**config.mk**
```make
export PLATFORM = sky130hd
export DESIGN_NAME = stream_demux1to2_4bit
export DESIGN_NICKNAME = d
export VERILOG_FILES = /design/src/rtl/stream_demux1to2_4bit.sv
export SDC_FILE = /design/constraint.sdc
export NUM_CORES = 1
export LEC_CHECK = 0
export CORE_MARGIN = 1
export CORE_UTILIZATION = 54
export CTS_CLUSTER_SIZE = 24
export DETAILED_ROUTE_END_ITERATION = 10
export GPL_TIMING_DRIVEN = 0
export PLACE_DENSITY = 0.82
export SYNTH_ARGS = -nofsm -noshare
export SYNTH_HDL_FRONTEND = slang
export SYNTH_SLANG_ARGS = --single-unit
```
**constraint.sdc**
```tcl
create_clock -name clk -period 3.8 [get_ports clk]
set_input_delay 0.38 -clock clk [delete_from_list [all_inputs] [get_ports clk]]
set_output_delay 0.38 -clock clk [all_outputs]
set_load 0.02 [all_outputs]
```
**src/rtl/stream_demux1to2_4bit.sv**
```systemverilog
// stream_demux1to2_4bit: routes a 4-bit valid/ready stream to one of two
// buffered output streams, selected per word by in_sel.
//
// Ports
//   clk, rst_n           clock, asynchronous active-low reset
//   in_data, in_sel      input word and route select (0 -> out0, 1 -> out1)
//   in_valid, in_ready   input handshake; in_ready = !full[in_sel]
//   outK_data/valid      head word of buffer K and its non-empty flag
//   outK_ready           downstream acceptance for channel K
//   outK_cnt             saturating per-channel transfer counters
//                        (present only when DEMUX_STATS_EN is defined)
//
// Parameter DEPTH: entries per output buffer, one of 2, 4, 8 or 16.
// Build option: define DEMUX_STATS_EN to add the transfer counters.

module stream_demux1to2_4bit #(
    parameter int DEPTH = 2
) (
    input  logic       clk,
    input  logic       rst_n,
    input  logic [3:0] in_data,
    input  logic       in_sel,
    input  logic       in_valid,
    output logic       in_ready,
    output logic [3:0] out0_data,
    output logic       out0_valid,
    input  logic       out0_ready,
    output logic [3:0] out1_data,
    output logic       out1_valid,
`ifdef DEMUX_STATS_EN
    input  logic       out1_ready,
    output logic [7:0] out0_cnt,
    output logic [7:0] out1_cnt
`else
    input  logic       out1_ready
`endif
);

    localparam int PW = $clog2(DEPTH);
    localparam int CW = PW + 1;

    // Per-channel circular buffer state, index 0 = out0, 1 = out1.
    logic [DEPTH-1:0][3:0] mem_q    [2];
    logic [DEPTH-1:0][3:0] mem_d    [2];
    logic [PW-1:0]         wr_ptr_q [2];
    logic [PW-1:0]         wr_ptr_d [2];
    logic [PW-1:0]         rd_ptr_q [2];
    logic [PW-1:0]         rd_ptr_d [2];
    logic [CW-1:0]         count_q  [2];
    logic [CW-1:0]         count_d  [2];

    logic [1:0] full;
    logic [1:0] valid;
    logic [1:0] ready;
    logic [1:0] push;
    logic [1:0] pop;

    assign ready = {out1_ready, out0_ready};

    // Handshake qualification. The push is gated only by the selected
    // buffer's registered occupancy, so a full buffer never accepts even
    // if it is popped in the same cycle, and out*_ready never reaches
    // in_ready combinationally.
    always_comb begin
        full     = '0;
        valid    = '0;
        push     = '0;
        pop      = '0;
        for (int k = 0; k < 2; k++) begin
            full[k]  = (count_q[k] == CW'(DEPTH));
            valid[k] = (count_q[k] != '0);
        end
        in_ready = in_sel ? !full[1] : !full[0];
        for (int k = 0; k < 2; k++) begin
            push[k] = in_valid && in_ready && (in_sel == 1'(k));
            pop[k]  = valid[k] && ready[k];
        end
    end

    // Next-state for both buffers. Pointers are PW bits wide so they wrap
    // modulo DEPTH on their own (DEPTH is a power of two).
    always_comb begin
        for (int k = 0; k < 2; k++) begin
            mem_d[k]    = mem_q[k];
            wr_ptr_d[k] = wr_ptr_q[k];
            rd_ptr_d[k] = rd_ptr_q[k];
            count_d[k]  = count_q[k];
            if (push[k]) begin
                mem_d[k][wr_ptr_q[k]] = in_data;
                wr_ptr_d[k] = wr_ptr_q[k] + PW'(1);
            end
            if (pop[k]) begin
                rd_ptr_d[k] = rd_ptr_q[k] + PW'(1);
            end
            // Push and pop together leave the count unchanged.
            count_d[k] = count_q[k] + CW'(push[k]) - CW'(pop[k]);
        end
    end

    always_ff @(posedge clk or negedge rst_n) begin
        if (!rst_n) begin
            for (int k = 0; k < 2; k++) begin
                mem_q[k]    <= '0;
                wr_ptr_q[k] <= '0;
                rd_ptr_q[k] <= '0;
                count_q[k]  <= '0;
            end
        end else begin
            for (int k = 0; k < 2; k++) begin
                mem_q[k]    <= mem_d[k];
                wr_ptr_q[k] <= wr_ptr_d[k];
                rd_ptr_q[k] <= rd_ptr_d[k];
                count_q[k]  <= count_d[k];
            end
        end
    end

    // Head of each buffer straight from storage; storage is cleared on
    // reset, so the data outputs read 0 while the buffers are empty
    // after reset.
    assign out0_valid = valid[0];
    assign out1_valid = valid[1];
    assign out0_data  = mem_q[0][rd_ptr_q[0]];
    assign out1_data  = mem_q[1][rd_ptr_q[1]];

`ifdef DEMUX_STATS_EN
    logic [7:0] cnt_q [2];
    logic [7:0] cnt_d [2];

    // Saturating output-transfer counters.
    always_comb begin
        for (int k = 0; k < 2; k++) begin
            cnt_d[k] = cnt_q[k];
            if (pop[k] && (cnt_q[k] != 8'hFF)) begin
                cnt_d[k] = cnt_q[k] + 8'd1;
            end
        end
    end

    always_ff @(posedge clk or negedge rst_n) begin
        if (!rst_n) begin
            cnt_q[0] <= '0;
            cnt_q[1] <= '0;
        end else begin
            cnt_q[0] <= cnt_d[0];
            cnt_q[1] <= cnt_d[1];
        end
    end

    assign out0_cnt = cnt_q[0];
    assign out1_cnt = cnt_q[1];
`endif

endmodule

```
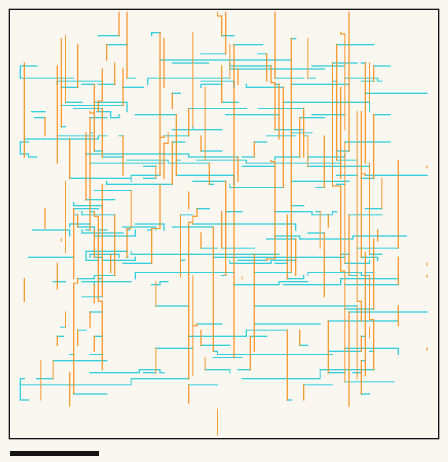
run_1/layers.png
Scale bar: 10 µm. Two of the layers only.
M1: drawn in cyan, wire length 831 µm. M2: drawn in orange, wire length 855 µm.
DR WL/cell: 13.5 µm
Post-Route WL: 1770 µm
count of vias placed by the detailed router: 656

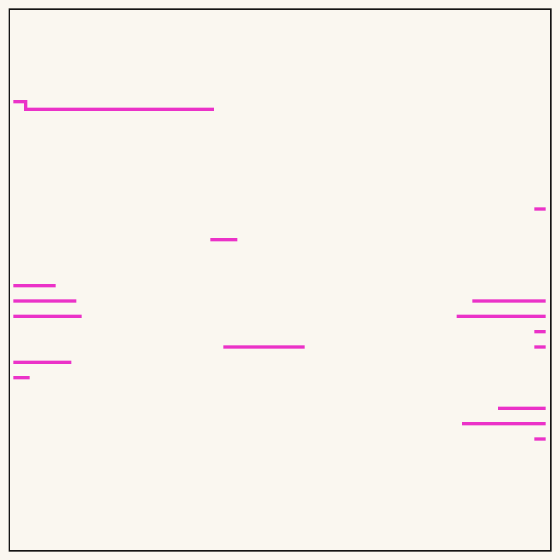
run_1/m3.png
The layer carries 75.2 µm of wire. The wires run mostly horizontal. The layer holds 4.2% of the routed length.
GRT met3 Usage: 0.0340

==> results.env, run 1 <==
YOSYSMOSTFREQUENTCELL='sky130_fd_sc_hd__dfrtp_1'
CAP_VIOLATIONS=0
FMAXACHIEVABLE_MHz=473
WORSTHOLDSTART='mem_q[6]'
SYNTH-AREA-YOSYS_UM2=1140
DETAIL_ROUTE.VIAS_PER_CELL=5.01
FINAL_MIN_PERIOD_OVER_CLOCK_PERIOD=0.557
CLKSLEWWORSTSETUPHOLDPATHS_NS=0.12
FINALNETCOUNT=119
SHARE_COMB_OF_TOTAL_POWER=0.486
TIMING_HOLD_VIOLATIONS_FINAL=0
OVERFLOW=0
LEAKAGEPOWER_nW=0.618
HOLD_BUFFERS=0
GRT-BUSIEST-LAYER='met2'
DESIGN.CORE.AREA_UM2=1980
CHIP_AREA_UM2=2300
YOSYS.AREA.TOP_TYPE='sky130_fd_sc_hd__dfrtp_1'
REG2REG_TO='count_q[3]'
SYNTH-CELLS-YOSYS=80
CTS_MADE_BUFFERS=3
WORST-R2R-SETUP-SLACK_NS=2.01
CRITPATHMAXFANOUT=6
CTS_RESIZED=0
MINIMUM_PERIOD_IMPLIED_BY_THE_FINAL_WORST_SETUP_SLACK_NS=2.11
FIN_SETUP_TNS_NS=0
TOP_LEVEL_PORTS=21
POST_SYN_INSTANCES=80
SYNTHDOMINANTCELLAREASHARE=0.527
MIN_PATH_CELLS=1
POWER_PER_CELL_AREA_nW_PER_UM2=912
STATUS='completed'
SYNTH_ASYNC_SR_FLOP_SHARE=1.00
POST_SYNTH_MOST_FREQUENT_CELLS='24 x sky130_fd_sc_hd__dfrtp_1, 20 x sky130_fd_sc_hd__mux2_2, 6 x sky130_fd_sc_hd__xnor2_1'
TIMING.CLOCK.SKEW_NS=0.0144
WORST_R2R_PATH_DEPTH=7
GRT_START_MAX_NET_PINS=25
DETAIL-ROUTE-ANTENNA-NETS=0
SEQPWRFRAC=0.375
TIGHTESTPINTRANSITION_NS=1.05
CRITICALPATHCATEGORY='in -> out'
WHS_ENDPOINT='mem_q[6]'
ANTENNA_FOUND_INITIAL=0
CLOCK_INSERTION_DELAY_WORST_SKEW_NS=0.31
GLOBALROUTEMET1UTIL=0.205
P_SW_uW=428
ROUTED.TOP_LAYER='met4'
FLOORPLAN.CORE_UTIL=0.574
SYNTH.AVG_CELL_AREA_UM2=14.2
COUNT_OF_UNIQUE_LIBRARY_CELLS_INSTANTIATED_BY_YOSYS=19
SYNTH_NETS=94
DETAIL_ROUTE.FIRST_PASS.ITERATIONS=1
YOSYS-TOP-CELLS-AREA='sky130_fd_sc_hd__dfrtp_1 53%, sky130_fd_sc_hd__mux2_2 20%, sky130_fd_sc_hd__mux2_4 5.3%'
ROWS=16
SWITCHING_SHARE=0.330
FIRST_ITER_VIOLATIONS=0
ENDPOINT_KIND='output pin'
NUMBER_OF_GLOBAL_ROUTE_VIAS_BEFORE_REPAIR=586
YOSYS_MOST_USED_DFF='sky130_fd_sc_hd__dfrtp_1'
CTS_TREE='done'
TIMING.CRITICAL_PATH.ARRIVAL_NS=1.73
SETUP_REPAIR_AFTER_GLOBAL_ROUTING_MISSED_ITS_MARGIN='false'
DIODES=0
TIMING.FINAL.MAX_SLEW_VIOLATIONS=0
WARNING_COUNT=26
FIN_UTIL=0.719
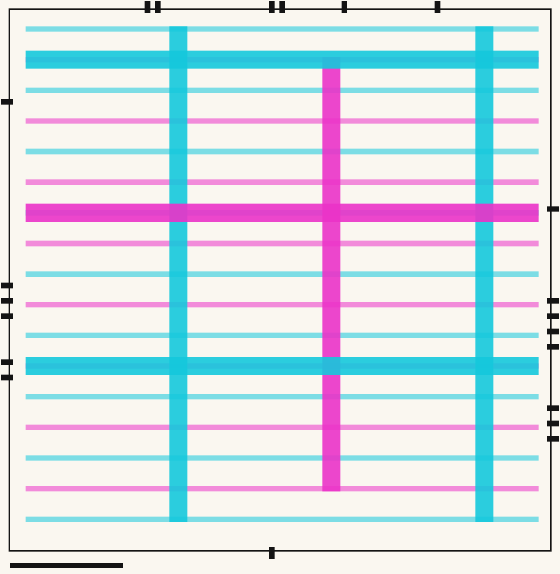
run_1/floorplan.png
Scale bar: 10 µm. Pins as bars on the die edge.
VDD: drawn in magenta. VSS: drawn in cyan.
21 signal pins sit on the boundary. 3 straps on met5. The core has 16 rows. 17 met1 rails follow the rows. 3 straps on met4.
Chip Width: 47.9 µm
Peak VDD IR: 0.000503 V

run 1: cell families (layout without fill, tap and decap cells):
| family | Yosys count | count (layout) | synth area share |
|---|---|---|---|
| AND/OR/NAND/NOR | 17 | 17 | 0.105 |
| adder cells (fa/ha/maj) | 4 | 4 | 0.0440 |
| AND-OR/OR-AND | 1 | 1 | 0.00439 |
| XOR/XNOR | 8 | 8 | 0.0615 |
| multiplexers | 24 | 24 | 0.251 |
| flip-flops | 24 | 24 | 0.527 |
| buffers and inverters | 2 | 26 | 0.00660 |
run 1: stage by stage:
stage / power [mW] / cell area (µm²) / setup slack [ns] / std cells
after floorplan: 0.899 / 1140 / 2.02 / 80
after global placement: 1.11 / 1370 / 1.69 / 127
after detailed placement: 1.13 / 1370 / 1.66 / 127
after CTS: 1.31 / 1430 / 1.69 / 131
after global routing: 1.37 / 1430 / 1.62 / 131
final: 1.30 / 1430 / 1.69 / 131
run 1: flip-flops by register name, summed over array words and instances, names as in the netlist:
name      cells
mem_q        16
count_q       4
wr_ptr_q      2
rd_ptr_q      2
run 1: power by group through the flow:
stage	sequential, mW	combinational [mW]	clock [mW]
floorplan	0.463	0.436	0
global placement	0.483	0.623	0
detailed placement	0.493	0.637	0
CTS	0.487	0.640	0.186
global route	0.501	0.677	0.195
finish	0.487	0.631	0.182
run 1: worst max-delay path by stage:
stage                     from         end  cells after the start  slack (ns)
finish                  in_sel    in_ready                      4        1.69
floorplan           count_q[1]  count_q[1]                      7        2.02
global placement        in_sel  count_q[3]                      8        1.69
CTS                     in_sel    in_ready                      4        1.69
detailed placement      in_sel  count_q[3]                      8        1.66
global route            in_sel    in_ready                      4        1.62
run 1: layout by cell type, fill, tap and decap left out:
cell type and instances:
sky130_fd_sc_hd__ha_1 4, sky130_fd_sc_hd__nor2_1 1, sky130_fd_sc_hd__nor2b_1 2, sky130_fd_sc_hd__nand3_1 1, sky130_fd_sc_hd__nand2b_4 1, sky130_fd_sc_hd__inv_1 2, sky130_fd_sc_hd__xnor2_1 6, sky130_fd_sc_hd__mux2_2 20
sky130_fd_sc_hd__or2_2 2, sky130_fd_sc_hd__xor2_1 2, sky130_fd_sc_hd__or3b_4 1, sky130_fd_sc_hd__clkbuf_4 3, sky130_fd_sc_hd__clkdlybuf4s50_1 20, sky130_fd_sc_hd__a21oi_1 1, sky130_fd_sc_hd__dfrtp_1 24, sky130_fd_sc_hd__and2_1 2
sky130_fd_sc_hd__nand2b_1 3, sky130_fd_sc_hd__nand4_1 1, sky130_fd_sc_hd__bufinv_16 1, sky130_fd_sc_hd__nor3_2 2, sky130_fd_sc_hd__mux2_4 4, sky130_fd_sc_hd__nand2_1 1
run 1: cell type report:
class,instances,area [µm²]
repair buffers,20,200
multi-input cells,54,531
fillers,142,557
clock buffers,3,22.5
well taps,27,33.8
clock inverters,1,30.0
inverters,2,7.51
flip-flops and latches,24,601
run 1: critical path, stage by stage:
cell and delay, ns:
sky130_fd_sc_hd__clkdlybuf4s50_1 0.56, sky130_fd_sc_hd__nor2_1 0.07, sky130_fd_sc_hd__a21oi_1 0.11, sky130_fd_sc_hd__clkdlybuf4s50_1 0.61
==> run 2, diff against run 1 <==
CORE_UTILIZATION = 50   (was 54)
PLACE_DENSITY = 0.77   (was 0.82)
clock period = 2.1 ns   (was 3.8 ns; I/O delays follow)
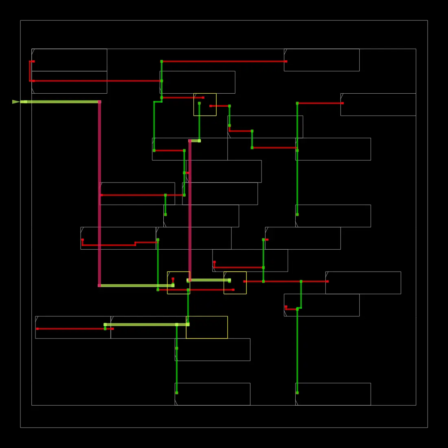
run_2/clock_nets.png
CLK BUF: 4
Clock Sink Count: 24

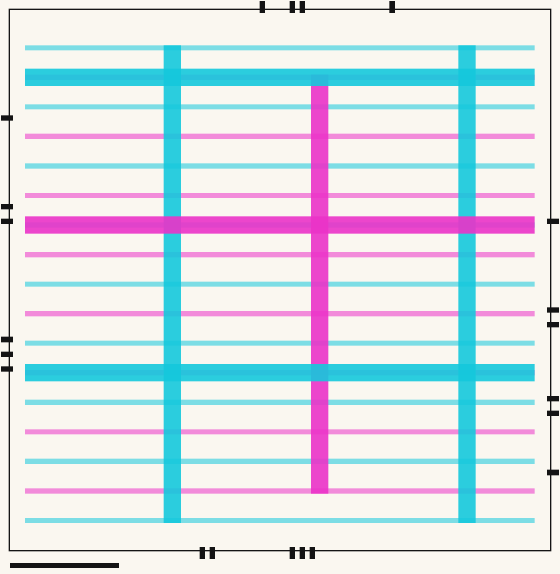
run_2/floorplan.png
Scale bar: 10 µm. Pins as bars on the die edge.
VDD: drawn in magenta. VSS: drawn in cyan.
3 straps on met5. 17 met1 rails follow the rows. 21 signal pins sit on the boundary. The core has 16 rows.

==> run 2 against run 1 <==
Compared with the run above: die area is 7.7% higher; sequential cell count stayed put; synthesized cell count unchanged; highest routed layer unchanged.
==> results.env, run 2 <==
CLOCK_INSERTION_DELAY_WORST_SKEW_NS=0.31
POST_SYNTH_MOST_FREQUENT_CELLS='24 x sky130_fd_sc_hd__dfrtp_1, 20 x sky130_fd_sc_hd__mux2_2, 6 x sky130_fd_sc_hd__xnor2_1'
P_SW_uW=772
DESIGN.CORE.AREA_UM2=2040
LEAKAGEPOWER_nW=0.611
YOSYS-TOP-CELLS-AREA='sky130_fd_sc_hd__dfrtp_1 53%, sky130_fd_sc_hd__mux2_2 20%, sky130_fd_sc_hd__mux2_4 5.3%'
LAYOUT_TOP_CELL_EXCL_FILL_TAP='sky130_fd_sc_hd__dfrtp_1'
TIMING.CLOCK.SKEW_NS=0.000619
CTS_RESIZED=0
TIMING.FINAL.MAX_SLEW_VIOLATIONS=0
ROWS=16
PRE_CTS_SLACK_NS=0.133
GRT_START_MAX_NET_PINS=25
CTS_MADE_BUFFERS=3
LARGEST_REGISTER_FFS=16
LARGEST_REGISTER='mem_q'
SYNTH-AREA-YOSYS_UM2=1140
PATH_DEPTH=2
SYNTHDOMINANTCELLAREASHARE=0.527
TOP_LEVEL_PORTS=21
CP-STARTPOINT='rd_ptr_q[1]'
FIRST_ITER_VIOLATIONS=1
WARNING_COUNT=26
DRT-TOTAL-WL_UM=1810
ENDPOINT_KIND='output pin'
CTS_TREE='done'
PLACE_AREA_UM2=1370
FINALNETCOUNT=119
HOLD_BUFFERS=0
LAYOUT_TOP_CELLS='24 x sky130_fd_sc_hd__dfrtp_1, 20 x sky130_fd_sc_hd__mux2_2, 20 x sky130_fd_sc_hd__clkdlybuf4s50_1'
SYNTH.AVG_CELL_AREA_UM2=14.2
CHIPWIDTH_UM=49.7
SETUP_REPAIR_AFTER_GLOBAL_ROUTING_MISSED_ITS_MARGIN='false'
CRITICALPATHCATEGORY='reg -> out'
SYNTH_ASYNC_SR_FLOP_SHARE=1.00
TIGHTESTPINTRANSITION_NS=1.03
TIMING.CRITICAL_PATH.ARRIVAL_NS=1.71
YOSYS.AREA.TOP_TYPE='sky130_fd_sc_hd__dfrtp_1'
FIN_AREA_UM2=1410
SYNTHTOPLOGICFAMILY='multiplexers'
DETAIL_ROUTE.VIAS_PER_CELL=5.33
OVERFLOW=0
FLOORPLAN.CORE_UTIL=0.558
CHIP_AREA_UM2=2470
SYNTH_NETS=94
FINAL_CRITICAL_PATH_SETUP_SLACK_NS=0.184
YS_SH_MUX=0.251
STATUS='completed'
YOSYS_MOST_USED_DFF='sky130_fd_sc_hd__dfrtp_1'
FRACTION_OF_SYNTHESIZED_CELL_AREA_IN_XOR_AND_XNOR_CELLS=0.0615
CRITICAL_PATH.CELL_CHAIN='mux2_2 -> clkdlybuf4s50_1'
NUMBER_OF_GLOBAL_ROUTE_VIAS_BEFORE_REPAIR=699
REG2REG_TO='count_q[3]'
POST_SYNTH_AND_OR_NAND_NOR_AREA_FRACTION=0.105
DETAIL-ROUTE-ANTENNA-NETS=0
WORST_R2R_PATH_DEPTH=7
CLKSLEWWORSTSETUPHOLDPATHS_NS=0.13
TOTALPOWERFINAL_mW=2.26
==> run 2: area by class of cell <==
type	count	area, µm²
Fill cell	163	633
Multi-Input combinational cell	54	531
Timing Repair Buffer	20	200
Sequential cell	24	601
Inverter	2	7.51
Tap cell	27	33.8
Clock buffer	4	36.3
==> run 2: cells by family after synthesis <==
kind of cell	after synthesis
compound gates	1
simple gates	17
flops	24
mux	24
xor+xnor	8
fa+ha+maj	4
buf+inv	2
==> run 2: routing by layer <==
metal / GRT usage / up-vias / part of all wire
li1: - / 327 / -
met1: 0.213 / 349 / 0.43
met2: 0.288 / 18 / 0.51
met3: 0.0278 / 4 / 0.040
met4: 0.0857 / 0 / 0.022
met5: 0 / - / 0
==> run 2: power by group through the flow <==
stage	Clock [mW]	Sequential, mW	Combinational, mW
3_3_place_gp	0	0.877	1.12
5_1_grt	0.265	0.909	1.24
2_1_floorplan	0	0.837	0.788
6_report	0.239	0.876	1.15
3_5_place_dp	0	0.890	1.16
4_1_cts	0.249	0.881	1.17
==> run 2: through the flow <==
step,utilization,std cells
detailed placement,0.672,127
floorplan,-,80
finish,0.690,131
CTS,0.690,131
global route,0.690,131
global placement,0.672,127
==> run 2: worst max path at each step <==
| stage | end | slack (ns) |
|---|---|---|
| global placement | count_q[3] | 0.18 |
| floorplan | count_q[1] | 0.32 |
| CTS | out0_data[2] | 0.17 |
| detailed placement | count_q[3] | 0.13 |
| global route | out0_data[2] | 0.09 |
| finish | out0_data[2] | 0.18 |
Power is estimated from default activity; no workload was simulated.
